run_1/met1.png
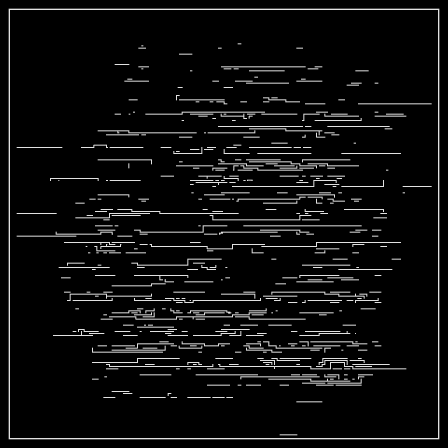
run_1/met2.png
The bar under the picture is 20 um long.
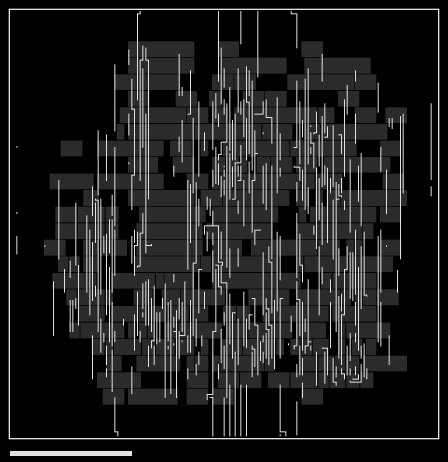
run_1/met3.png
The bar under the picture is 20 um long.
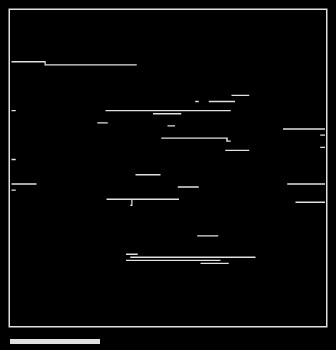
**src/rtl/bnn_weight_loader.sv**
```systemverilog
// bnn_weight_loader: FIFO-staged byte loader that streams BNN weights as nibbles.
// Optional WLOAD_CHECKSUM_EN adds an XOR checksum of every byte sent.
module bnn_weight_loader #(
  parameter int NUM_NEURONS = 12,
  parameter int FIFO_DEPTH  = 4
) (
  input  logic       clk,
  input  logic       rst_n,
  input  logic [7:0] wr_data,
  input  logic       wr_valid,
  output logic       wr_ready,
  input  logic       start,
  output logic       busy,
  output logic       done,
  output logic       load_en,
  output logic [3:0] weight_nib,
  output logic [3:0] neuron_idx
`ifdef WLOAD_CHECKSUM_EN
  ,
  output logic [7:0] checksum
`endif
);

  localparam int AW = $clog2(FIFO_DEPTH);
  localparam logic [AW:0] DEPTH = (AW+1)'(FIFO_DEPTH);
  localparam logic [3:0] LAST = 4'(NUM_NEURONS - 1);

  typedef enum logic [2:0] {
    S_IDLE,
    S_WAIT,
    S_LO,
    S_HI,
    S_DONE
  } state_t;

  state_t state;
  state_t state_nxt;

  logic [7:0]    mem [FIFO_DEPTH];
  logic [AW-1:0] rd_ptr;
  logic [AW-1:0] wr_ptr;
  logic [AW:0]   count;
  logic [AW:0]   count_nxt;
  logic          push;
  logic          pop;
  logic          empty;
  logic          full;
  logic [7:0]    head;
  logic [3:0]    idx_nxt;

  assign full     = (count == DEPTH);
  assign empty    = (count == '0);
  assign wr_ready = !full;
  assign push     = wr_valid && !full;
  assign pop      = (state == S_HI);
  assign head     = mem[rd_ptr];

  assign count_nxt = count
                   + {{AW{1'b0}}, push}
                   - {{AW{1'b0}}, pop};

  always_ff @(posedge clk) begin
    if (push) begin
      mem[wr_ptr] <= wr_data;
    end
  end

  always_ff @(posedge clk) begin
    if (!rst_n) begin
      state      <= S_IDLE;
      rd_ptr     <= '0;
      wr_ptr     <= '0;
      count      <= '0;
      neuron_idx <= '0;
    end else begin
      state      <= state_nxt;
      neuron_idx <= idx_nxt;
      count      <= count_nxt;
      if (push) begin
        wr_ptr <= wr_ptr + AW'(1);
      end
      if (pop) begin
        rd_ptr <= rd_ptr + AW'(1);
      end
    end
  end

  // A start with data already staged skips WAIT so LO follows next cycle.
  always_comb begin
    state_nxt  = state;
    idx_nxt    = neuron_idx;
    busy       = 1'b0;
    done       = 1'b0;
    load_en    = 1'b0;
    weight_nib = 4'h0;
    unique case (state)
      S_IDLE: begin
        if (start) begin
          idx_nxt   = 4'h0;
          state_nxt = empty ? S_WAIT : S_LO;
        end
      end
      S_WAIT: begin
        busy = 1'b1;
        if (!empty) begin
          state_nxt = S_LO;
        end
      end
      S_LO: begin
        busy       = 1'b1;
        load_en    = 1'b1;
        weight_nib = head[3:0];
        state_nxt  = S_HI;
      end
      S_HI: begin
        busy       = 1'b1;
        load_en    = 1'b1;
        weight_nib = head[7:4];
        if (neuron_idx == LAST) begin
          state_nxt = S_DONE;
        end else begin
          idx_nxt   = neuron_idx + 4'd1;
          state_nxt = (count_nxt != '0) ? S_LO : S_WAIT;
        end
      end
      S_DONE: begin
        done      = 1'b1;
        state_nxt = S_IDLE;
      end
      default: begin
        state_nxt = S_IDLE;
      end
    endcase
  end

`ifdef WLOAD_CHECKSUM_EN
  always_ff @(posedge clk) begin
    if (!rst_n) begin
      checksum <= 8'h00;
    end else if (state == S_IDLE && start) begin
      checksum <= 8'h00;
    end else if (pop) begin
      checksum <= checksum ^ head;
    end
  end
`endif

endmodule

```
**config.mk**
```make
export PLATFORM = sky130hd
export DESIGN_NAME = bnn_weight_loader
export DESIGN_NICKNAME = d
export VERILOG_FILES = /design/src/rtl/bnn_weight_loader.sv
export SDC_FILE = /design/constraint.sdc
export NUM_CORES = 1
export LEC_CHECK = 0
export CAP_MARGIN = 25
export CORE_MARGIN = 5
export CORE_UTILIZATION = 58
export DETAILED_ROUTE_END_ITERATION = 8
export GPL_TIMING_DRIVEN = 0
export PLACE_DENSITY = 0.82
export REMOVE_ABC_BUFFERS = 1
export SYNTH_ARGS = -nofsm -noshare
export SYNTH_HDL_FRONTEND = slang
export SYNTH_SLANG_ARGS = --single-unit
```
**constraint.sdc**
```tcl
create_clock -name clk -period 4.7 [get_ports clk]
set_input_delay 1.175 -clock clk [delete_from_list [all_inputs] [get_ports clk]]
set_output_delay 1.175 -clock clk [all_outputs]
set_load 0.02 [all_outputs]
```
==> run_results.csv, run 1 <==
group,metric,value,unit
synthesis,asyncSetResetFlopFracSynth,0,%
place,dp_slack,1.12,ns
floorplanning,die_w,70.3,um
routing,route.detailed.drc,0,
hold_path,hold_path.class,"reg -> reg",
global_route,grt-ovfl-total,0,
synthesis,synth-cells-yosys,165,
power_and_ir_drop,worst_ir_drop_vdd,253,uV
synthesis,synthTopCellsByArea,"sky130_fd_sc_hd__edfxtp_1 45%, sky130_fd_sc_hd__dfxtp_1 15%, sky130_fd_sc_hd__mux2i_1 7.6%",
final_timing,final_clock_period_utilization_by_the_worst_path,76.4,%
place,placed_area,0.00236,sq mm
critical_path,worst_ep_required_time,3.52,ns
final_timing,worst-slew-pin-transition,0.907,ns
clocking,clock_buffers_created_by_tritoncts,5,
routing,wl_met3,215,um
critical_path,criticalPathCategory,"reg -> out",
synthesis,syn-cell-area,0.00211,sq mm
final_timing,setup_violations,0,
critical_path,critical_path.slowest_cell,"sky130_fd_sc_hd__dfxtp_1",
synthesis,yosysTopAreaCell,"sky130_fd_sc_hd__edfxtp_1",
synthesis,synth.cellmix.xorXnorShare,1.07,%
critical_path,crit_path_max_fanout,16,
final_layout,count_of_antenna_diodes_in_the_layout,0,
global_route,grt_antenna_before_repair,0,
synthesis,netlist_instances,165,
global_route,grt_busiest_layer,"met2",
final_timing,timing.final.max_slew_violations,0,
critical_path,buffer_and_inverter_tally_for_the_worst_setup_path,1,
clocking,ctsHtreeMaxLevel,2,
routing,detailroute.wirelength.met2,2010,um
clocking,clkSinkCount,48,
final_timing,timing.final.hold_violations,0,
clocking,cts_tree,"built",
final_layout,final_core_utilization,67.6,%
synthesis,synth-seq-area-share,60.7,%
floorplanning,floorplanUtilization,58.6,%
synthesis,ys.flops,48,
place,portbufs,23,
place,place.detailed.instances,229,
critical_path,worst_ep_arrival_time,2.42,ns
synthesis,synth.cells.most_frequent,"32 x sky130_fd_sc_hd__edfxtp_1, 16 x sky130_fd_sc_hd__dfxtp_1, 16 x sky130_fd_sc_hd__mux2i_1",
clocking,cts.path.max_buffers,2,
global_route,via_count_of_the_first_global_routing_pass,1423,
place,detailed_place_hpwl,2850,um
critical_path,max_stage_delay,0.92,ns
power_and_ir_drop,fin_total_pwr,1070,uW
synthesis,top_logic_kind,"simple AND/OR/NAND/NOR gates",
routing,wirelength_met1,1570,um
place,gpl.final_weighted_congestion,0.751,
synthesis,top_cell_area_share,45.5,%
synthesis,dominantRegCellSynth,"sky130_fd_sc_hd__edfxtp_1",
final_timing,max_freq,0.279,GHz
final_layout,proportion_of_layout_cells_with_a_drive_suffix_above_1,4.76,%
routing,wl_per_cell,16.3,um
final_layout,finalInstanceArea,0.00244,sq mm
floorplanning,chipHeight,70.3,um
final_timing,worst_hold_slack,0.506,ns
synthesis,synthMuxAreaShare,7.58,%
synthesis,fa_ha_area_share,5.09,%
final_timing,max_slew_margin,39.4,%
floorplanning,core.rowCount,22,
floorplanning,chip_area,0.00495,sq mm
floorplanning,core_area,0.00361,sq mm
synthesis,synth.cellmix.simpleShare,13.3,%
clocking,insertion_delay_at_the_late_pin_of_the_worst_skew_pair,0.29,ns
clocking,post_cts_resized,0,
global_route,global_route_wire_length_before_repair,6570,um
global_route,grt.total_usage,17.1,%
synthesis,synthesis.area_per_instance,12.8,sq um
synthesis,synth-compound-area-share,8.41,%
routing,drt.antenna.violating_nets,0,
power_and_ir_drop,power.density,437,mW/mm^2
synthesis,yosys.cell_count.top_type,"sky130_fd_sc_hd__edfxtp_1",
run_status,status,"finished, final reports clean",
critical_path,crit_path_start_kind,"register",
final_timing,fin_tns_setup,0,ns
final_timing,fin_skew,0.00915,ns
clocking,path_clk_slew,0.08,ns
routing,first_iter_violations,133,
final_timing,postLayoutSetupSlackWorst,1.11,ns
clocking,cts_post_setup_buffers_inserted,0,
clocking,clock_tree.root_cell,"sky130_fd_sc_hd__clkbuf_8",
final_timing,post_layout_minimum_cycle_time,3.59,ns
routing,via_to_cell_ratio,5.80,
routing,top_layer_used_by_detailed_routing,"met4",
synthesis,synth.lib_cells_used.distinct,39,
flow_run,stage_log_warnings,28,
critical_path,path_delay_family,"flip-flops",
floorplanning,top_level_ports,24,
flow_run,max-cap-violations,0,
critical_path,worstPathCellList,"mux2i_1, a22oi_1, and3_1, clkdlybuf4s50_1",
About met1.png:
- longest straight run: 19.3 um
- nets with wire on the layer: 197
- main direction: horizontal
GR met1 Demand/Resource: 20.4%
Via Count: 1375

About met2.png:
- nets with wire on the layer: 186
- share of all routed wire: 52%
GR Util met2: 28.3%
final WL: 3870 um

About met3.png:
- wire length on this layer: 216 um
- nets with wire on the layer: 22
- longest straight run: 27.6 um
- main direction: horizontal
met3 layer usage reported by global route: 4.32%

[run 1: cells in the final DEF, fill, tap and decap left out, types with 5 or more instances in the layout]
cell type,count
sky130_fd_sc_hd__clkbuf_8,5
sky130_fd_sc_hd__and3_1,8
sky130_fd_sc_hd__clkdlybuf4s50_1,23
sky130_fd_sc_hd__nor2_1,5
sky130_fd_sc_hd__ha_1,7
sky130_fd_sc_hd__nand2_1,8
sky130_fd_sc_hd__dfxtp_1,16
sky130_fd_sc_hd__inv_1,9
sky130_fd_sc_hd__nand3_1,5
sky130_fd_sc_hd__edfxtp_1,32
sky130_fd_sc_hd__a21oi_1,8
sky130_fd_sc_hd__mux2i_1,16
sky130_fd_sc_hd__a31oi_1,5
[run 1: cell type report]
type / count / area, sq um
Fill cell: 265 / 1170
Multi-Input combinational cell: 100 / 748
Inverter: 10 / 37.5
Clock buffer: 7 / 76.3
Sequential cell: 48 / 1280
Tap cell: 48 / 60.1
Clock inverter: 1 / 3.75
Timing Repair Buffer: 23 / 230
[run 1: where the power goes]
part | internal (uW) | total (uW) | switching [uW] | leakage (uW)
combinational | 138 | 298 | 160 | 0.000386
clock | 104 | 226 | 122 | 0.0000399
sequential | 497 | 542 | 44.8 | 0.000424
[run 1: flip-flops by register name, summed over array words and instances, names as in the netlist, named ones only]
register	count
count	3
mem	32
neuron_idx	4
rd_ptr	2
state	3
wr_ptr	2
[run 1: final timing paths]
kind,start,end,slack (ns),cells past startpoint
worst max register to register,state[0],state[1],1.97,9
worst max-delay path,register,weight_nib[2],1.11,4
worst min-delay path,rd_ptr[0],rd_ptr[0],0.51,2
worst min register to register,rd_ptr[0],rd_ptr[0],0.51,2
==> run 2: changes to the inputs <==
--- a/config.mk
+++ b/config.mk
@@ -7,10 +7,10 @@
 export LEC_CHECK = 0
 export CAP_MARGIN = 25
 export CORE_MARGIN = 5
-export CORE_UTILIZATION = 58
+export CORE_UTILIZATION = 50
 export DETAILED_ROUTE_END_ITERATION = 8
 export GPL_TIMING_DRIVEN = 0
-export PLACE_DENSITY = 0.82
+export PLACE_DENSITY = 0.75
 export REMOVE_ABC_BUFFERS = 1
 export SYNTH_ARGS = -nofsm -noshare
 export SYNTH_HDL_FRONTEND = slang
==> constraint.sdc (replaced) <==
create_clock -name clk -period 3.1 [get_ports clk]
set_input_delay 0.775 -clock clk [delete_from_list [all_inputs] [get_ports clk]]
set_output_delay 0.775 -clock clk [all_outputs]
set_load 0.02 [all_outputs]
==> run_results.csv, run 2 <==
group,metric,value,unit
run_status,status,"finished, final reports clean",
routing,wirelength_met1,1580,um
final_layout,count_of_antenna_diodes_in_the_layout,0,
floorplanning,top_level_ports,24,
routing,drt_pass1_iterations,4,
final_timing,fin_skew,0.00430,ns
synthesis,synth-seq-area-share,60.7,%
final_layout,largest_registers,"mem (32), neuron_idx (4)",
final_timing,setup_violations,0,
clocking,insertion_delay_at_the_late_pin_of_the_worst_skew_pair,0.28,ns
power_and_ir_drop,fin_total_pwr,1610,uW
clocking,clkSinkCount,48,
final_timing,grt_setup_unrepaired,"no",
critical_path,critical_path.slowest_cell,"sky130_fd_sc_hd__clkdlybuf4s50_1",
global_route,global_route_wire_length_before_repair,6380,um
critical_path,worstPathCellList,"clkdlybuf4s50_1, nand2_1, ha_1, inv_1, ha_1, fa_1, xnor3_1, o311ai_1, a311oi_1",
synthesis,ys.flops,48,
power_and_ir_drop,worst_ir_drop_vdd,399,uV
final_layout,lay_top_count,"sky130_fd_sc_hd__edfxtp_1",
clocking,clock_tree.root_cell,"sky130_fd_sc_hd__clkbuf_8",
final_layout,max_flop_register,"mem",
global_route,grt_max_degree,17,
final_timing,final_clock_period_utilization_by_the_worst_path,92.3,%
routing,routed_wirelength,3720,um
global_route,grt_busiest_layer,"met2",
synthesis,fa_ha_area_share,5.09,%
critical_path,buffer_and_inverter_tally_for_the_worst_setup_path,2,
synthesis,top_cell_area_share,45.5,%
synthesis,dominantRegCellSynth,"sky130_fd_sc_hd__edfxtp_1",
critical_path,crit_path_max_fanout,9,
synthesis,synthTopCellsByArea,"sky130_fd_sc_hd__edfxtp_1 45%, sky130_fd_sc_hd__dfxtp_1 15%, sky130_fd_sc_hd__mux2i_1 7.6%",
synthesis,synth-compound-area-share,8.41,%
synthesis,netlist_instances,165,
clocking,cts_post_setup_buffers_inserted,0,
final_timing,post_layout_minimum_cycle_time,2.86,ns
power_and_ir_drop,power.density,657,mW/mm^2
synthesis,synth.cells.most_frequent,"32 x sky130_fd_sc_hd__edfxtp_1, 16 x sky130_fd_sc_hd__dfxtp_1, 16 x sky130_fd_sc_hd__mux2i_1",
synthesis,syn-cell-area,0.00211,sq mm
synthesis,synth.lib_cells_used.distinct,39,
place,detailed_place_hpwl,2780,um
routing,drt.antenna.violating_nets,0,
final_timing,max_freq,0.349,GHz
global_route,met1_usage,18.0,%
final_layout,largest_register_ffs,32,
routing,wl_met3,143,um
final_timing,timing.final.max_slew_violations,0,
routing,wl_per_cell,15.6,um
place,gpl.final_weighted_congestion,0.779,
global_route,grt_antenna_before_repair,0,
global_route,via_count_of_the_first_global_routing_pass,1428,
critical_path,end_kind,"register",
clocking,cts_tree,"built",
routing,first_iter_violations,77,
flow_run,stage_log_warnings,28,
synthesis,yosysWarningCount,0,
critical_path,worst_ep_required_time,3.25,ns
routing,via_to_cell_ratio,5.54,
final_timing,worst-slew-pin-transition,0.477,ns
synthesis,synth-cells-yosys,165,
final_layout,most-common-layout-cells,"32 x sky130_fd_sc_hd__edfxtp_1, 23 x sky130_fd_sc_hd__clkdlybuf4s50_1, 16 x sky130_fd_sc_hd__mux2i_1",
critical_path,crit_path_start_kind,"input port",
critical_path,path_delay_family,"adder cells",
critical_path,criticalPathCategory,"in -> reg",
final_layout,proportion_of_layout_cells_with_a_drive_suffix_above_1,5.82,%
routing,vias,1325,
floorplanning,die_w,75.0,um
floorplanning,core.rowCount,23,
clocking,cts.path.max_buffers,2,
clocking,clock_buffers_created_by_tritoncts,5,
synthesis,top_logic_kind,"simple AND/OR/NAND/NOR gates",
synthesis,synthesis.area_per_instance,12.8,sq um
power_and_ir_drop,total_leakage_power,0.000849,uW
synthesis,synth.cellmix.xorXnorShare,1.07,%
critical_path,max_stage_delay,0.61,ns
floorplanning,floorplanUtilization,52.1,%
synthesis,yosys_area,0.00211,sq mm
clocking,ctsHtreeMaxLevel,2,
global_route,grt-ovfl-total,0,
synthesis,synth.cellmix.simpleShare,13.3,%
routing,route.detailed.drc,0,
flow_run,max-cap-violations,0,
floorplanning,chipHeight,75.0,um
synthesis,yosys.cell_count.top_type,"sky130_fd_sc_hd__edfxtp_1",
final_layout,flow.area_growth_from_synthesis,15.8,%
synthesis,synthMuxAreaShare,7.58,%
place,portbufs,23,
critical_path,worst_ep_arrival_time,3.01,ns
synthesis,yosysTopAreaCell,"sky130_fd_sc_hd__edfxtp_1",
final_timing,timing.final.hold_violations,0,
routing,top_layer_used_by_detailed_routing,"met4",
floorplanning,chip_area,0.00562,sq mm
hold_path,hold_path.class,"reg -> reg",
synthesis,asyncSetResetFlopFracSynth,0,%
global_route,grt.total_usage,15.0,%
floorplanning,core_area,0.00406,sq mm
final_timing,max_slew_margin,68.2,%
clocking,path_clk_slew,0.08,ns
critical_path,crit_top_cell,"sky130_fd_sc_hd__ha_1",
final_layout,layout.nets,208,
synthesis,number_of_enable_flip_flop_cells,32,
final_layout,final_core_utilization,60.3,%
routing,detailroute.wirelength.met2,1950,um
run 2: worst paths after layout:
path | slack (ns) | to | cells past startpoint | startpoint
max | 0.24 | state[1] | 9 | wr_valid
max reg2reg | 0.44 | state[1] | 8 | state[0]
min reg2reg | 0.49 | rd_ptr[0] | 2 | rd_ptr[0]
min | 0.49 | rd_ptr[0] | 2 | rd_ptr[0]
run 2: final cells by class:
type	count	area (sq um)
fillers	330	1610
flip-flops and latches	48	1280
multi-input cells	100	748
repair buffers	23	230
clock buffers	6	72.6
well taps	50	62.6
inverters	10	37.5
clock inverters	2	11.3
run 2: per-stage QoR:
stage          area, sq um  hold slack (ns)  cells  setup TNS [ns]  worst slack (ns)
6_report              2440            0.492    239               0             0.239
3_3_place_gp          2360            0.463    231               0           0.00805
3_5_place_dp          2360            0.479    231          -0.204            -0.165
2_1_floorplan         2070            0.454    158               0             0.668
4_1_cts               2440            0.490    239               0             0.141
5_1_grt               2440            0.512    239               0            0.0549
run 2: logic make-up (layout without fill, tap and decap cells):
family | count (synthesis) | in the layout
flip-flops | 48 | 48
AND/OR/NAND/NOR | 48 | 48
AND-OR/OR-AND | 27 | 27
buffers and inverters | 17 | 41
multiplexers | 16 | 16
adder cells (fa/ha/maj) | 8 | 8
XOR/XNOR | 1 | 1
run 2: timing repair:
item                                    in CTS  in global routing
hold buffers                                 0                  0
gates resized                                1                  1
hold endpoints to repair                     0                  0
endpoints found under the setup margin       4                  1
run 2: power by group:
| part | internal (uW) | total (uW) | switching, uW |
|---|---|---|---|
| Clock | 156 | 338 | 182 |
| Sequential | 753 | 819 | 65.9 |
| Combinational | 210 | 450 | 240 |
| Total | 1120 | 1610 | 488 |
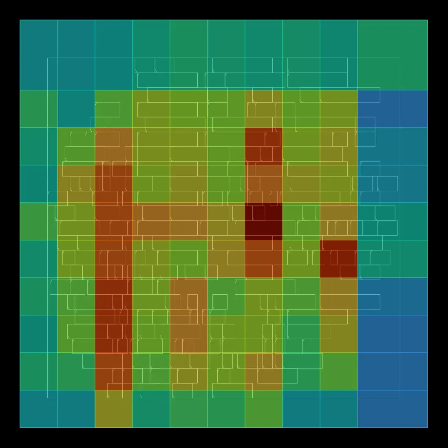
run_2/final_congestion.png
GR Util met2: 26.7%
met3 layer usage reported by global route: 3.60%

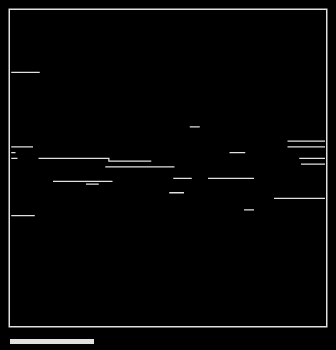
run_2/met3.png
The bar under the picture is 20 um long.
- longest straight run: 16.6 um
- main direction: horizontal
- share of all routed wire: 3.9%
- wire length on this layer: 144 um
- nets with wire on the layer: 16

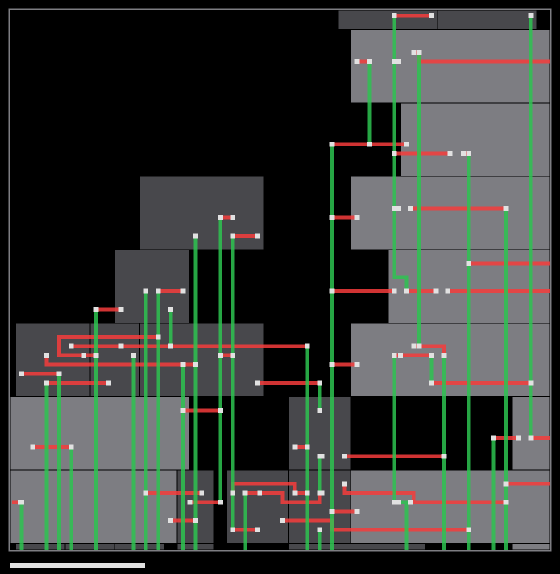
run_2/zoom.png
The bar under the picture is 5 um long. Window x 9 to 29, y 46 to 66 um. Cells in grey, sequential cells in the stronger grey; small squares are vias.
- red: met1
- green: met2
- cells with their middle in the window: 17
- sequential cells in the window: 8
- most frequent: edfxtp_1 (6), and3_1 (3)
- netlist names of flops here include: mem (6), wr_ptr (2)

==> run 3: changes to the inputs <==
--- a/config.mk
+++ b/config.mk
@@ -7,11 +7,10 @@
 export LEC_CHECK = 0
 export CAP_MARGIN = 25
 export CORE_MARGIN = 5
-export CORE_UTILIZATION = 50
+export CORE_UTILIZATION = 55
 export DETAILED_ROUTE_END_ITERATION = 8
 export GPL_TIMING_DRIVEN = 0
-export PLACE_DENSITY = 0.75
-export REMOVE_ABC_BUFFERS = 1
+export PLACE_DENSITY = 0.78
 export SYNTH_ARGS = -nofsm -noshare
 export SYNTH_HDL_FRONTEND = slang
 export SYNTH_SLANG_ARGS = --single-unit
==> constraint.sdc (replaced) <==
create_clock -name clk -period 3.12 [get_ports clk]
set_input_delay 0.78 -clock clk [delete_from_list [all_inputs] [get_ports clk]]
set_output_delay 0.78 -clock clk [all_outputs]
set_load 0.02 [all_outputs]
==> run_results.csv, run 3 <==
group,metric,value,unit
clocking,clock_tree.root_cell,"sky130_fd_sc_hd__clkbuf_8",
hold_path,timing.hold.worst.start,"rd_ptr[0]",
critical_path,end_kind,"output port",
floorplanning,core.rowCount,22,
synthesis,yosys_area,0.00211,sq mm
final_layout,largest_registers,"mem (32), neuron_idx (4)",
synthesis,synth.cellmix.xorXnorShare,1.07,%
final_layout,count_of_antenna_diodes_in_the_layout,0,
synthesis,syn_nets,185,
critical_path,rr_worst_depth,10,
final_timing,post_layout_minimum_cycle_time,2.94,ns
final_timing,max_slew_margin,71.1,%
synthesis,synth.cellmix.simpleShare,13.3,%
clocking,path_clk_slew,0.08,ns
floorplanning,floorplanUtilization,57.3,%
final_timing,setup_violations,0,
synthesis,synthesis.area_per_instance,12.8,sq um
critical_path,worstReg2RegEnd,"state[1]",
synthesis,ys.flops,48,
critical_path,criticalPathCategory,"reg -> out",
final_timing,worst-slew-pin-transition,0.434,ns
final_timing,fin_skew,0.00345,ns
floorplanning,die_w,72.0,um
synthesis,netlist_instances,165,
floorplanning,core_area,0.00369,sq mm
final_layout,most-common-layout-cells,"32 x sky130_fd_sc_hd__edfxtp_1, 22 x sky130_fd_sc_hd__clkdlybuf4s50_1, 16 x sky130_fd_sc_hd__mux2i_1, 16 x sky130_fd_sc_hd__dfxtp_1, 9 x sky130_fd_sc_hd__inv_1",
clocking,insertion_delay_at_the_late_pin_of_the_worst_skew_pair,0.29,ns
critical_path,worstReg2RegStart,"count[2]",
final_layout,proportion_of_layout_cells_with_a_drive_suffix_above_1,8.21,%
critical_path,regToRegSetupSlack,0.46,ns
synthesis,yosysTopAreaCell,"sky130_fd_sc_hd__edfxtp_1",
final_timing,fin_tns_setup,0,ns
synthesis,top_cell_area_share,45.5,%
place,portbufs,22,
synthesis,synth.cells.most_frequent,"32 x sky130_fd_sc_hd__edfxtp_1, 16 x sky130_fd_sc_hd__dfxtp_1, 16 x sky130_fd_sc_hd__mux2i_1",
power_and_ir_drop,total_leakage_power,0.000881,uW
critical_path,worst_ep_arrival_time,2.16,ns
synthesis,syn-cell-area,0.00211,sq mm
routing,via_to_cell_ratio,5.59,
final_layout,flow.area_growth_from_synthesis,17.5,%
final_timing,grt_setup_unrepaired,"no",
routing,route.detailed.drc,0,
synthesis,yosysWarningCount,0,
global_route,via_count_of_the_first_global_routing_pass,1391,
flow_run,max-cap-violations,0,
critical_path,max_stage_delay,0.60,ns
final_layout,layout.nets,214,
synthesis,number_of_enable_flip_flop_cells,32,
clocking,cts_post_setup_buffers_inserted,0,
power_and_ir_drop,power.density,664,mW/mm^2
final_timing,final_clock_period_utilization_by_the_worst_path,94.2,%
critical_path,worstSetupEndpoint,"weight_nib[3]",
synthesis,top_logic_kind,"simple AND/OR/NAND/NOR gates",
place,detailed_place_hpwl,2880,um
synthesis,synth-cells-yosys,165,
critical_path,crit_path_max_fanout,10,
synthesis,yosys.cell_count.top_type,"sky130_fd_sc_hd__edfxtp_1",
routing,drt.antenna.violating_nets,0,
run_status,status,"finished, final reports clean",
final_layout,lay_top_count,"sky130_fd_sc_hd__edfxtp_1",
routing,routed_wirelength,3930,um
final_layout,max_flop_register,"mem",
routing,first_iter_violations,75,
final_layout,finalInstanceArea,0.00248,sq mm
routing,vias,1359,
global_route,grt_max_degree,15,
floorplanning,top_level_ports,24,
global_route,grt-ovfl-total,0,
floorplanning,chipHeight,72.0,um
global_route,global_route_wire_length_before_repair,6640,um
critical_path,critical_path.slowest_cell,"sky130_fd_sc_hd__clkdlybuf4s50_1",
routing,wl_per_cell,16.2,um
final_timing,timing.final.hold_violations,0,
synthesis,dominantRegCellSynth,"sky130_fd_sc_hd__edfxtp_1",
global_route,grt.total_usage,16.8,%
synthesis,synthTopCellsByArea,"sky130_fd_sc_hd__edfxtp_1 45%, sky130_fd_sc_hd__dfxtp_1 15%, sky130_fd_sc_hd__mux2i_1 7.6%",
clocking,cts.path.max_buffers,2,
flow_run,stage_log_warnings,29,
critical_path,worstPathCellList,"buf_2, buf_4, mux2i_1, a22oi_1, and3_1, clkdlybuf4s50_1",
clocking,post_cts_resized,0,
critical_path,worst_ep_required_time,2.34,ns
synthesis,synth.lib_cells_used.distinct,39,
synthesis,fa_ha_area_share,5.09,%
clocking,clkSinkCount,48,
final_layout,fillerInstances,291,
final_timing,worst_hold_slack,0.495,ns
synthesis,synth-seq-area-share,60.7,%
synthesis,synth-compound-area-share,8.41,%
synthesis,synthMuxAreaShare,7.58,%
global_route,grt_antenna_before_repair,0,
place,gpl.final_weighted_congestion,0.776,
clocking,cts_tree,"built",
critical_path,crit_path_start_kind,"register",
place,placed_area,0.00239,sq mm
hold_path,hold_path.class,"reg -> reg",
power_and_ir_drop,worst_ir_drop_vdd,365,uV
synthesis,asyncSetResetFlopFracSynth,0,%
floorplanning,chip_area,0.00518,sq mm
final_layout,largest_register_ffs,32,
clocking,cts_hold_buffers,0,
clocking,clock_buffers_created_by_tritoncts,5,
routing,drt_pass1_iterations,4,
final_timing,max_freq,0.340,GHz
final_timing,timing.final.max_slew_violations,0,
clocking,ctsHtreeMaxLevel,2,
run 3: metrics by stage:
stage | setup WS (ns) | cells | power, uW
finish | 0.182 | 243 | 1650
global route | 0.0546 | 243 | 1740
CTS | 0.165 | 243 | 1660
detailed placement | 0.176 | 235 | 1300
global placement | 0.379 | 235 | 1270
floorplan | 0.512 | 165 | 1130
run 3: worst min path at each step:
stage / slack (ns) / endpoint / cells past startpoint
floorplan: 0.45 / register / 2
global placement: 0.47 / rd_ptr[0] / 2
detailed placement: 0.49 / rd_ptr[0] / 2
CTS: 0.49 / register / 2
global route: 0.52 / register / 2
finish: 0.49 / register / 2
run 3: worst max-delay path: cells and delay by family (launching register included):
family          cells  cell delay (ns)
buf+inv             3             1.09
compound gates      1             0.18
simple gates        1             0.18
flops               1             0.31
mux                 1             0.10
run 3: per-layer routing:
metal	vias up	wire, um	global-route usage (%)
met2	27	1870	26.5
met1	651	1820	22.5
met4	0	51	5.64
li1	674	-	-
met5	-	0	0
met3	7	189	4.57
run 3: cell families (layout without fill, tap and decap cells):
group	count (synthesis)	count (layout)
simple gates	48	48
fa+ha+maj	8	8
mux	16	16
xor+xnor	1	1
flops	48	48
compound gates	27	27
buf+inv	17	47
run 3: power by group:
| group | switching (uW) | internal (uW) | total [uW] | leakage (uW) |
|---|---|---|---|---|
| Clock | 183 | 177 | 360 | 0.0000459 |
| Sequential | 42.1 | 749 | 791 | 0.000424 |
| Combinational | 271 | 228 | 498 | 0.000412 |
| Total | 495 | 1150 | 1650 | 0.000881 |
run 3: final cells by class:
type                    count  area, sq um  area share [%]
repair buffers             22          220            8.87
plain buffers               7         45.0            1.81
inverters                  10         37.5            1.51
clock inverters             1         3.75           0.151
well taps                  48         60.1            2.42
flip-flops and latches     48         1280            51.6
multi-input cells         100          748            30.1
clock buffers               7         86.3            3.48
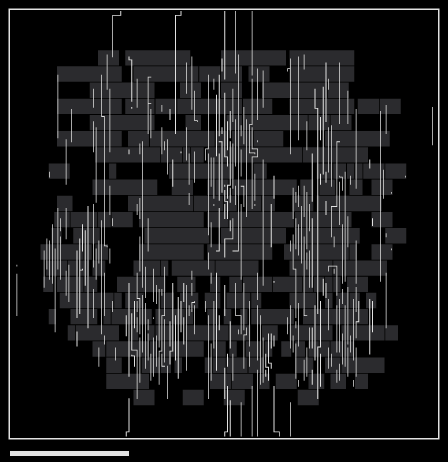
run_3/met2.png
The bar under the picture is 20 um long.
- wire length on this layer: 1870 um
- longest straight run: 34.5 um

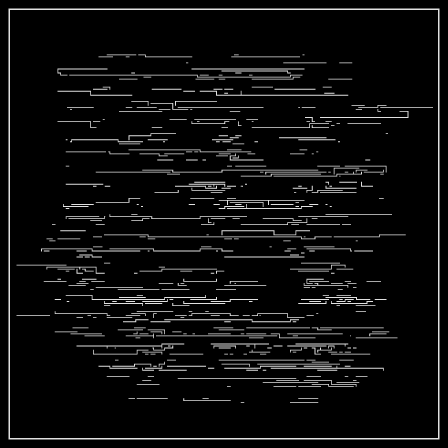
run_3/met1.png
- share of all routed wire: 46%
- wire length on this layer: 1820 um
- nets with wire on the layer: 198
- longest straight run: 25.8 um

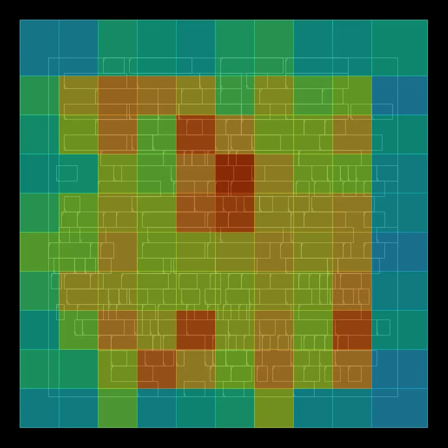
run_3/final_congestion.png
busiest layer in global routing: met2
GR met1 Demand/Resource: 22.5%
met3 layer usage reported by global route: 4.57%
fin util: 67.3%
GR Util met2: 26.5%

Power and IR drop assume default switching activity.
